<file path="src/rtl/lsu_sequencer.sv">
// Load/store sequencer: one aligned req/ack bus transaction per memory instruction, with
// misalignment detection. Optional REQ-phase timeout under `define LSU_TIMEOUT_EN.
module lsu_sequencer #(
  parameter int unsigned XLEN           = 64,
  parameter int unsigned TIMEOUT_CYCLES = 255
) (
  input  logic            clk,
  input  logic            reset,
  input  logic [1:0]      memRead,
  input  logic            memWrite,
  input  logic [2:0]      memMask,
  input  logic [XLEN-1:0] addr,
  input  logic [XLEN-1:0] wdata,
  output logic            stall,
  output logic            done,
  output logic            fault,
  output logic [XLEN-1:0] rdata,
  output logic            bus_req,
  output logic            bus_we,
  output logic [XLEN-1:0] bus_addr,
  output logic [7:0]      bus_be,
  output logic [XLEN-1:0] bus_wdata,
  input  logic            bus_ack,
  input  logic [XLEN-1:0] bus_rdata
);

  typedef enum logic [1:0] {IDLE, REQ, DONE} state_t;

  state_t          state;
  logic [1:0]      size_r;
  logic            uns_r;
  logic [2:0]      off_r;

  logic            request;
  logic            misaligned;
  logic [1:0]      size_in;
  logic [7:0]      be_base;
  logic [XLEN-1:0] shifted;
  logic [XLEN-1:0] ext;

`ifdef LSU_TIMEOUT_EN
  localparam int unsigned CW = ($clog2(TIMEOUT_CYCLES + 1) > 8) ? $clog2(TIMEOUT_CYCLES + 1) : 8;
  localparam logic [CW-1:0] TO_LAST = CW'(TIMEOUT_CYCLES - 1);
  logic [CW-1:0] to_cnt;
`endif

  always_comb begin
    request    = memWrite | memRead[0];
    size_in    = memMask[2] ? 2'b11 : memMask[1:0];
    misaligned = 1'b0;
    be_base    = 8'h00;
    case (size_in)
      2'b00: be_base = 8'h01;
      2'b01: begin be_base = 8'h03; misaligned = addr[0];      end
      2'b10: begin be_base = 8'h0F; misaligned = |addr[1:0];   end
      default: begin be_base = 8'hFF; misaligned = |addr[2:0]; end
    endcase
    // Gated by reset so the pipeline is released the moment reset asserts.
    stall = reset && (((state == IDLE) && request) || (state == REQ));
  end

  always_comb begin
    shifted = bus_rdata >> {off_r, 3'b000};
    ext     = shifted;
    case (size_r)
      2'b00: ext = uns_r ? {{(XLEN-8){1'b0}}, shifted[7:0]}
                         : {{(XLEN-8){shifted[7]}}, shifted[7:0]};
      2'b01: ext = uns_r ? {{(XLEN-16){1'b0}}, shifted[15:0]}
                         : {{(XLEN-16){shifted[15]}}, shifted[15:0]};
      2'b10: ext = uns_r ? {{(XLEN-32){1'b0}}, shifted[31:0]}
                         : {{(XLEN-32){shifted[31]}}, shifted[31:0]};
      default: ext = shifted;
    endcase
  end

  always_ff @(posedge clk or negedge reset) begin
    if (!reset) begin
      state     <= IDLE;
      size_r    <= '0;
      uns_r     <= 1'b0;
      off_r     <= '0;
      done      <= 1'b0;
      fault     <= 1'b0;
      rdata     <= '0;
      bus_req   <= 1'b0;
      bus_we    <= 1'b0;
      bus_addr  <= '0;
      bus_be    <= '0;
      bus_wdata <= '0;
`ifdef LSU_TIMEOUT_EN
      to_cnt    <= '0;
`endif
    end else begin
      done <= 1'b0;
      case (state)
        IDLE: begin
          if (request) begin
            size_r <= size_in;
            uns_r  <= memRead[1] & ~memWrite;
            off_r  <= addr[2:0];
            if (misaligned) begin
              state <= DONE;
              done  <= 1'b1;
              fault <= 1'b1;
              rdata <= '0;
            end else begin
              state     <= REQ;
              bus_req   <= 1'b1;
              bus_we    <= memWrite;
              bus_addr  <= {addr[XLEN-1:3], 3'b000};
              bus_be    <= be_base << addr[2:0];
              bus_wdata <= memWrite ? (wdata << {addr[2:0], 3'b000}) : '0;
`ifdef LSU_TIMEOUT_EN
              to_cnt    <= '0;
`endif
            end
          end
        end
        REQ: begin
          if (bus_ack) begin
            state   <= DONE;
            done    <= 1'b1;
            fault   <= 1'b0;
            rdata   <= bus_we ? '0 : ext;
            bus_req <= 1'b0;
            bus_we  <= 1'b0;
            bus_be  <= '0;
`ifdef LSU_TIMEOUT_EN
          end else if (to_cnt == TO_LAST) begin
            state   <= DONE;
            done    <= 1'b1;
            fault   <= 1'b1;
            rdata   <= '0;
            bus_req <= 1'b0;
            bus_we  <= 1'b0;
            bus_be  <= '0;
          end else begin
            to_cnt  <= to_cnt + CW'(1);
`endif
          end
        end
        DONE:    state <= IDLE;
        default: state <= IDLE;
      endcase
    end
  end

endmodule

</file>
<file path="config.mk">
export PLATFORM = sky130hd
export DESIGN_NAME = lsu_sequencer
export DESIGN_NICKNAME = d
export VERILOG_FILES = /design/src/rtl/lsu_sequencer.sv
export SDC_FILE = /design/constraint.sdc
export NUM_CORES = 1
export LEC_CHECK = 0
export CAP_MARGIN = 25
export CORE_MARGIN = 3
export CORE_UTILIZATION = 46
export CTS_CLUSTER_SIZE = 10
export DETAILED_ROUTE_END_ITERATION = 16
export MAX_ROUTING_LAYER = met4
export PLACE_DENSITY = 0.81
export SLEW_MARGIN = 10
export SYNTH_ARGS = -nofsm -noshare
export SYNTH_HDL_FRONTEND = slang
export SYNTH_SLANG_ARGS = --single-unit
</file>
<file path="constraint.sdc">
create_clock -name clk -period 2.49 [get_ports clk]
set_clock_uncertainty 0.1 [all_clocks]
set_input_delay 0.6225 -clock clk [delete_from_list [all_inputs] [get_ports clk]]
set_output_delay 0.6225 -clock clk [all_outputs]
set_load 0.05 [all_outputs]
</file>
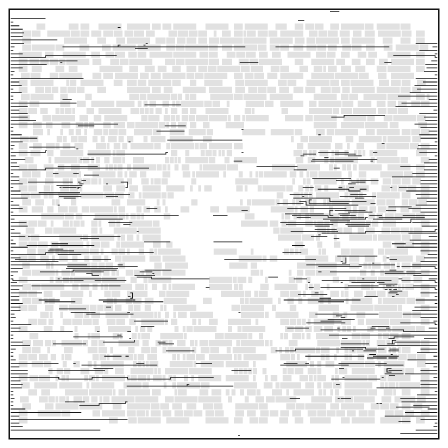
Figure 1: run 1, metal 3.
The wires run mostly horizontal. 380 nets have wire on it. The layer holds 10% of the routed length. The layer carries 4420 um of wire. The longest straight run is 70.4 um.
M3 GR Usage: 6.88%
Vias: 11000
total wire length: 43.3 mm

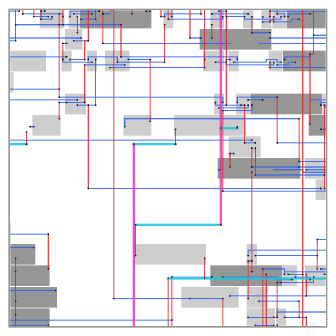
Figure 2: run 1, close-up of the layout.
Window x 63 to 103, y 63 to 103 um. Cells in grey, sequential cells in the stronger grey; small squares are vias.
Key: blue = metal 1; magenta = metal 4; red = metal 2; cyan = metal 3
Sequential cells in the window: 10. Netlist names of flops here include bus_wdata (3), off_r (3), size_r (2). 41 logic cells have their middle in the window. Most frequent: dfrtp_1 (9), nor2_1 (5), nand2_1 (5).

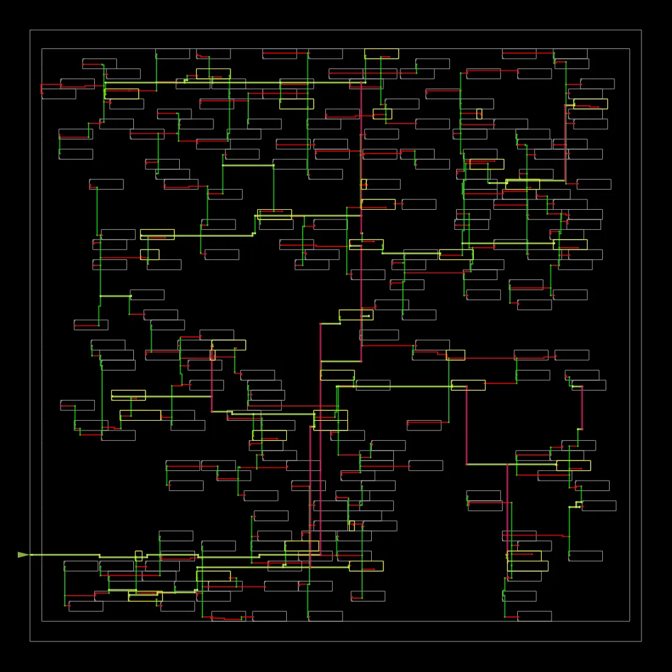
Figure 3: run 1, clock routing.
Num Clock Sinks: 209
clk ins delay skew pair: 0.52 ns
clock buffers: 34
Seq Cell Count: 209
Power Clock: 0.00362 W

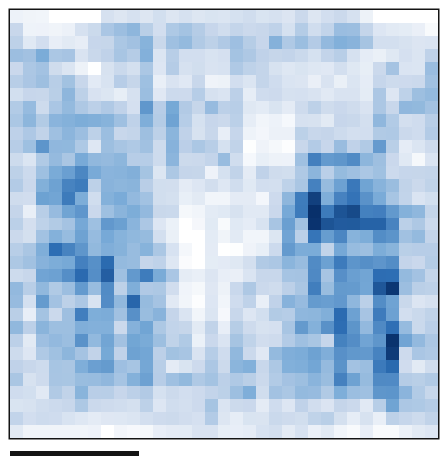
Figure 4: run 1, routed metal per tile.
Bar = 50 um. 33 x 33 tiles, from white (low) to dark blue (high), scaled to the fullest tile. Values are wire area over tile area, all layers added.
1.9% of the tiles are nearly empty. 14% of the tiles are over half the peak. The densest ninth of the die: middle right. The emptiest ninth of the die: centre. The fullest tile reaches 0.86.
DR WL/cell: 23.2 um
GRT Total Usage: 31.4%

==> reports/metrics.cfg, run 1 <==
[pwr]
seq_power_share_pct=25.0
finalPower_w=0.0226
powerSeq_w=0.00565
clockPowerShare_pct=16.0
swShare_pct=47.5
p_per_area_nw_per_um2=1300

[worst_setup_path]
arrival_ns=1.75
crit_type=reg2out
crit_slowest_cell=clkdlybuf4s50_1
cp.required_ns=1.77
path_buffers=1
path_cells=clkdlybuf4s50_1
cpPeakStageDelay_ns=0.83
r2r_cells=6
cp_top_family=buffers and inverters

[clocking]
clk_path_buf_depth=3
htree_levels=1
numCtsBuffers=26
postCtsSetupBuffers=0

[synth]
yosys_cells=1099
yosys_warnings=0
logic_family=multiplexers
ys.flop_type=dfrtp_1
edf_count=0
yosys_area_um2=11700
synth_cell_type_count=60
syn_area_um2=11700
mux_share_pct=21.5
synth-async-reset-ratio_pct=100
ys_seq_share_pct=44.7
synth_flops=209

[finish]
fin_area_um2=17300
final_cells=1861
layout_top_cell=clkdlybuf4s50_1
fin_util_pct=70.2
layout_top_cells=clkdlybuf4s50_1 (370), dfrtp_1 (208), nand2_1 (116), buf_4 (90), mux2_2 (83)

[global_routing]
grt.overflow.total=0
groute.layer.met2.usage_pct=50.6
grt_pass1_wl_mm=64.5
grt_start_max_net_pins=152
grt_pass1_vias=11000
grt-busiest-layer=met2

[placed_design]
place_congestion=1.06
place_hpwl_mm=32.5
dp_cells=1821
pre_cts_ws_ns=-0.180
dpl-instance-area_um2=16500

[job]
tool_warnings=28

[floorplan]
die_x_um=166
design.core.area_um2=24700
fp_util_pct=47.5
rows=57
die_h_um=166
die_area_um2=27400

[run_status]
status=finished, final reports clean

[final_timing]
slew_headroom_pct=26.8
finalMaxSlewViolations=0
max_slew.worst_pin.slew_ns=1.10
hold-worst-slack_ns=0.171

[detailed_routing]
detail_route.iter0.violations=1103
vias_per_cell=5.93
ant_nets=0

[run 1: sequential cells by signal, summed over array words and instances, names as in the netlist]
register and cells:
uns_r 1, off_r 3, bus_we 1, bus_be 8, bus_wdata 64, bus_req 1
rdata 64, bus_addr 61, state 2, fault 1, size_r 2, done 1
[run 1: routing by layer]
layer	vias up	wire [um]	share of wire, %
li1	4915	-	-
met1	5310	16200	38
met2	697	20700	48
met3	115	4420	10
met4	0	1920	4.4
met5	-	0	0
[run 1: synthesized netlist by cell type, drive strengths merged (5+ instances only)]
cell    count  share of area (%)
mux4       36                6.9
o21ai      97                4.1
a211oi     17                1.1
buf        72                4.0
nand3      22               0.94
dfrtp     209                 45
inv        13               0.42
mux2       88                8.5
a31oi       6               0.32
nand2b     11               0.59
a32o       18                1.5
o31ai      26                1.7
a22oi      10               0.64
a22o       35                2.6
o22ai       9               0.48
o211ai      8               0.51
and2        5               0.29
or2         5               0.27
o21a       15               0.96
a221o       7               0.60
nor2b      13               0.69
a21oi      64                2.7
clkbuf     32                1.0
mux2i      72                6.2
nor2       59                1.9
nand2     116                3.7
[run 1: final cells by class]
| type | count | area, um^2 |
|---|---|---|
| tap | 324 | 405 |
| clock buffer | 34 | 732 |
| antenna | 3 | 7.51 |
| timing repair buffer | 500 | 4970 |
| clock inverter | 3 | 65.1 |
| fill | 1863 | 7340 |
| sequential | 209 | 5230 |
| inverter | 14 | 52.6 |
| multi-input combinational | 774 | 5870 |
[run 1: cell families (layout without fill, tap and decap cells)]
logic type	after synthesis	after routing
AOI/OAI and AO/OA	331	331
buffers and inverters	118	551
DFF	209	209
muxes	196	196
other	1	6
and+or+nand+nor	244	244
Figure 5. Clock distribution (run 1).
Bar = 50 um.
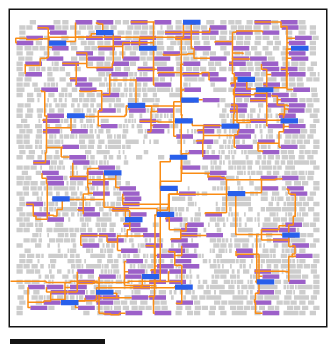

==> run 1 -> run 2 <==
--- a/config.mk
+++ b/config.mk
@@ -7,11 +7,11 @@
 export LEC_CHECK = 0
 export CAP_MARGIN = 25
 export CORE_MARGIN = 3
-export CORE_UTILIZATION = 46
+export CORE_UTILIZATION = 30
 export CTS_CLUSTER_SIZE = 10
 export DETAILED_ROUTE_END_ITERATION = 16
 export MAX_ROUTING_LAYER = met4
-export PLACE_DENSITY = 0.81
+export RECOVER_POWER = 50
 export SLEW_MARGIN = 10
 export SYNTH_ARGS = -nofsm -noshare
 export SYNTH_HDL_FRONTEND = slang
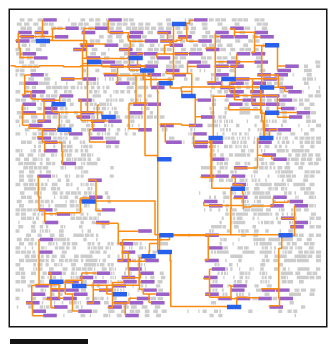
Figure 6: run 2, clock distribution.
Bar = 50 um.
Key: blue = clock drivers [count 27]; orange = clock wires [length 3390 um]; purple = flip-flops [count 209]
There are 28 routed clock nets. Position of the flops: all over the die.
Clk pwr share: 16.4%
Power Clock: 0.00367 W

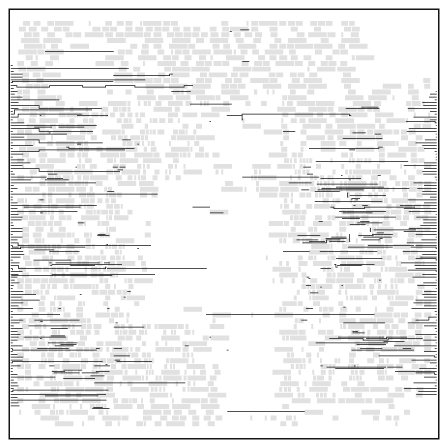
Figure 7: run 2, metal 3.
The longest straight run is 79.8 um. The layer holds 9.5% of the routed length. The wires run mostly horizontal. 340 nets have wire on it. The layer carries 4500 um of wire.
M3 GR Usage: 5.91%
total wire length: 47.5 mm
Vias: 11100

==> reports/metrics.cfg, run 2 <==
[synth]
synth.top_cell.area_share_pct=44.7  ; unchanged
yosys_area_um2=11700  ; unchanged
ys_seq_share_pct=44.7  ; unchanged
ys.flop_type=dfrtp_1
yosys_cells=1099  ; unchanged
most_common_cell=dfrtp_1
yosys.area.top_type=dfrtp_1
edf_count=0  ; unchanged

[worst_setup_path]
crit_slowest_cell=clkdlybuf4s50_1

[final_timing]
max_slew.worst_pin.slew_ns=1.34  ; +0.240 ns
finalMaxSlewViolations=0  ; unchanged
slew_headroom_pct=10.9  ; -16 points
hold-worst-slack_ns=0.365  ; +0.194 ns

[finish]
largest_registers=bus_wdata: 64 flops, rdata: 64 flops, bus_addr: 61 flops
num-fill-cells=3639  ; +95%
layout_top_cell=clkdlybuf4s50_1
layout_top_cells=clkdlybuf4s50_1 (266), dfrtp_1 (208), buf_4 (122), nand2_1 (116), mux2_2 (83)

[detailed_routing]
ant_nets=0  ; unchanged
avgRoutedWirePerCell_um=22.5  ; -3.1%
detail_route.iter0.violations=757  ; -31%
vias_per_cell=5.27  ; -11%

[global_routing]
track_usage_pct=22.6  ; -8.8 points
grt.overflow.total=0  ; unchanged
grt_start_max_net_pins=90  ; -41%

[placed_design]
place_hpwl_mm=36.3  ; +12%
place_congestion=0.990  ; -6.5%
pre_cts_ws_ns=-0.227  ; -0.0467 ns

[pwr]
powerSeq_w=0.00567  ; about the same

[floorplan]
die_x_um=204  ; +23%
die_area_um2=41400  ; +51%

[clocking]
clock_latency_ns=0.55  ; +0.03 ns
numCtsBuffers=27  ; +3.8%
postCtsSetupBuffers=0  ; unchanged
cts_sinks=209  ; unchanged

[run_status]
status=finished, final reports clean

[job]
tool_warnings=26  ; -7.1%

[run 2: cell type report]
cell class	instances	area, um^2	share of cell area (%)
timing repair buffer	549	4910	28.0
multi-input combinational	774	5860	33.4
clock inverter	5	40.0	0.228
antenna	4	10.0	0.0571
sequential	209	5230	29.8
tap	511	639	3.65
inverter	14	52.6	0.300
clock buffer	40	785	4.47
[run 2: logic make-up after synthesis]
| logic type | after synthesis | share of synthesized area, % |
|---|---|---|
| multiplexers | 196 | 21.5 |
| AND/OR/NAND/NOR | 244 | 9.39 |
| flip-flops | 209 | 44.7 |
| AND-OR/OR-AND | 331 | 18.9 |
| other | 1 | 0.0320 |
| buffers and inverters | 118 | 5.45 |
[run 2: metal layers]
metal | track usage (%) | vias to the layer above | share of wire (%)
li1 | - | 5028 | -
met1 | 28.2 | 5436 | 40
met3 | 5.91 | 80 | 9.5
met4 | 8.06 | 0 | 3.6
met2 | 35.8 | 546 | 47
met5 | - | - | 0
[run 2: worst max path at each step]
stage,cells past startpoint,end
2_1_floorplan,3,stall
3_3_place_gp,8,rdata[41]$_DFFE_PN0P_
3_5_place_dp,6,rdata[12]$_DFFE_PN0P_
4_1_cts,1,bus_wdata[27]
5_1_grt,1,bus_wdata[46]
6_report,1,bus_wdata[60]
[run 2: metrics by stage]
step | cells | power [W] | utilization [%]
3_3_place_gp | 2056 | 0.0193 | 44.8
4_1_cts | 2102 | 0.0229 | 46.8
6_report | 2106 | 0.0224 | 46.0
2_1_floorplan | 1101 | 0.0142 | -
3_5_place_dp | 2056 | 0.0194 | 44.8
5_1_grt | 2106 | 0.0235 | 46.0
[run 2: timing repair]
action | in CTS | in global routing
hold buffers | 1 | 0
gates resized | 72 | 52
endpoints found under the hold margin | 1 | 0
setup endpoints to repair | 72 | 52
Power is estimated from default activity; no workload was simulated.
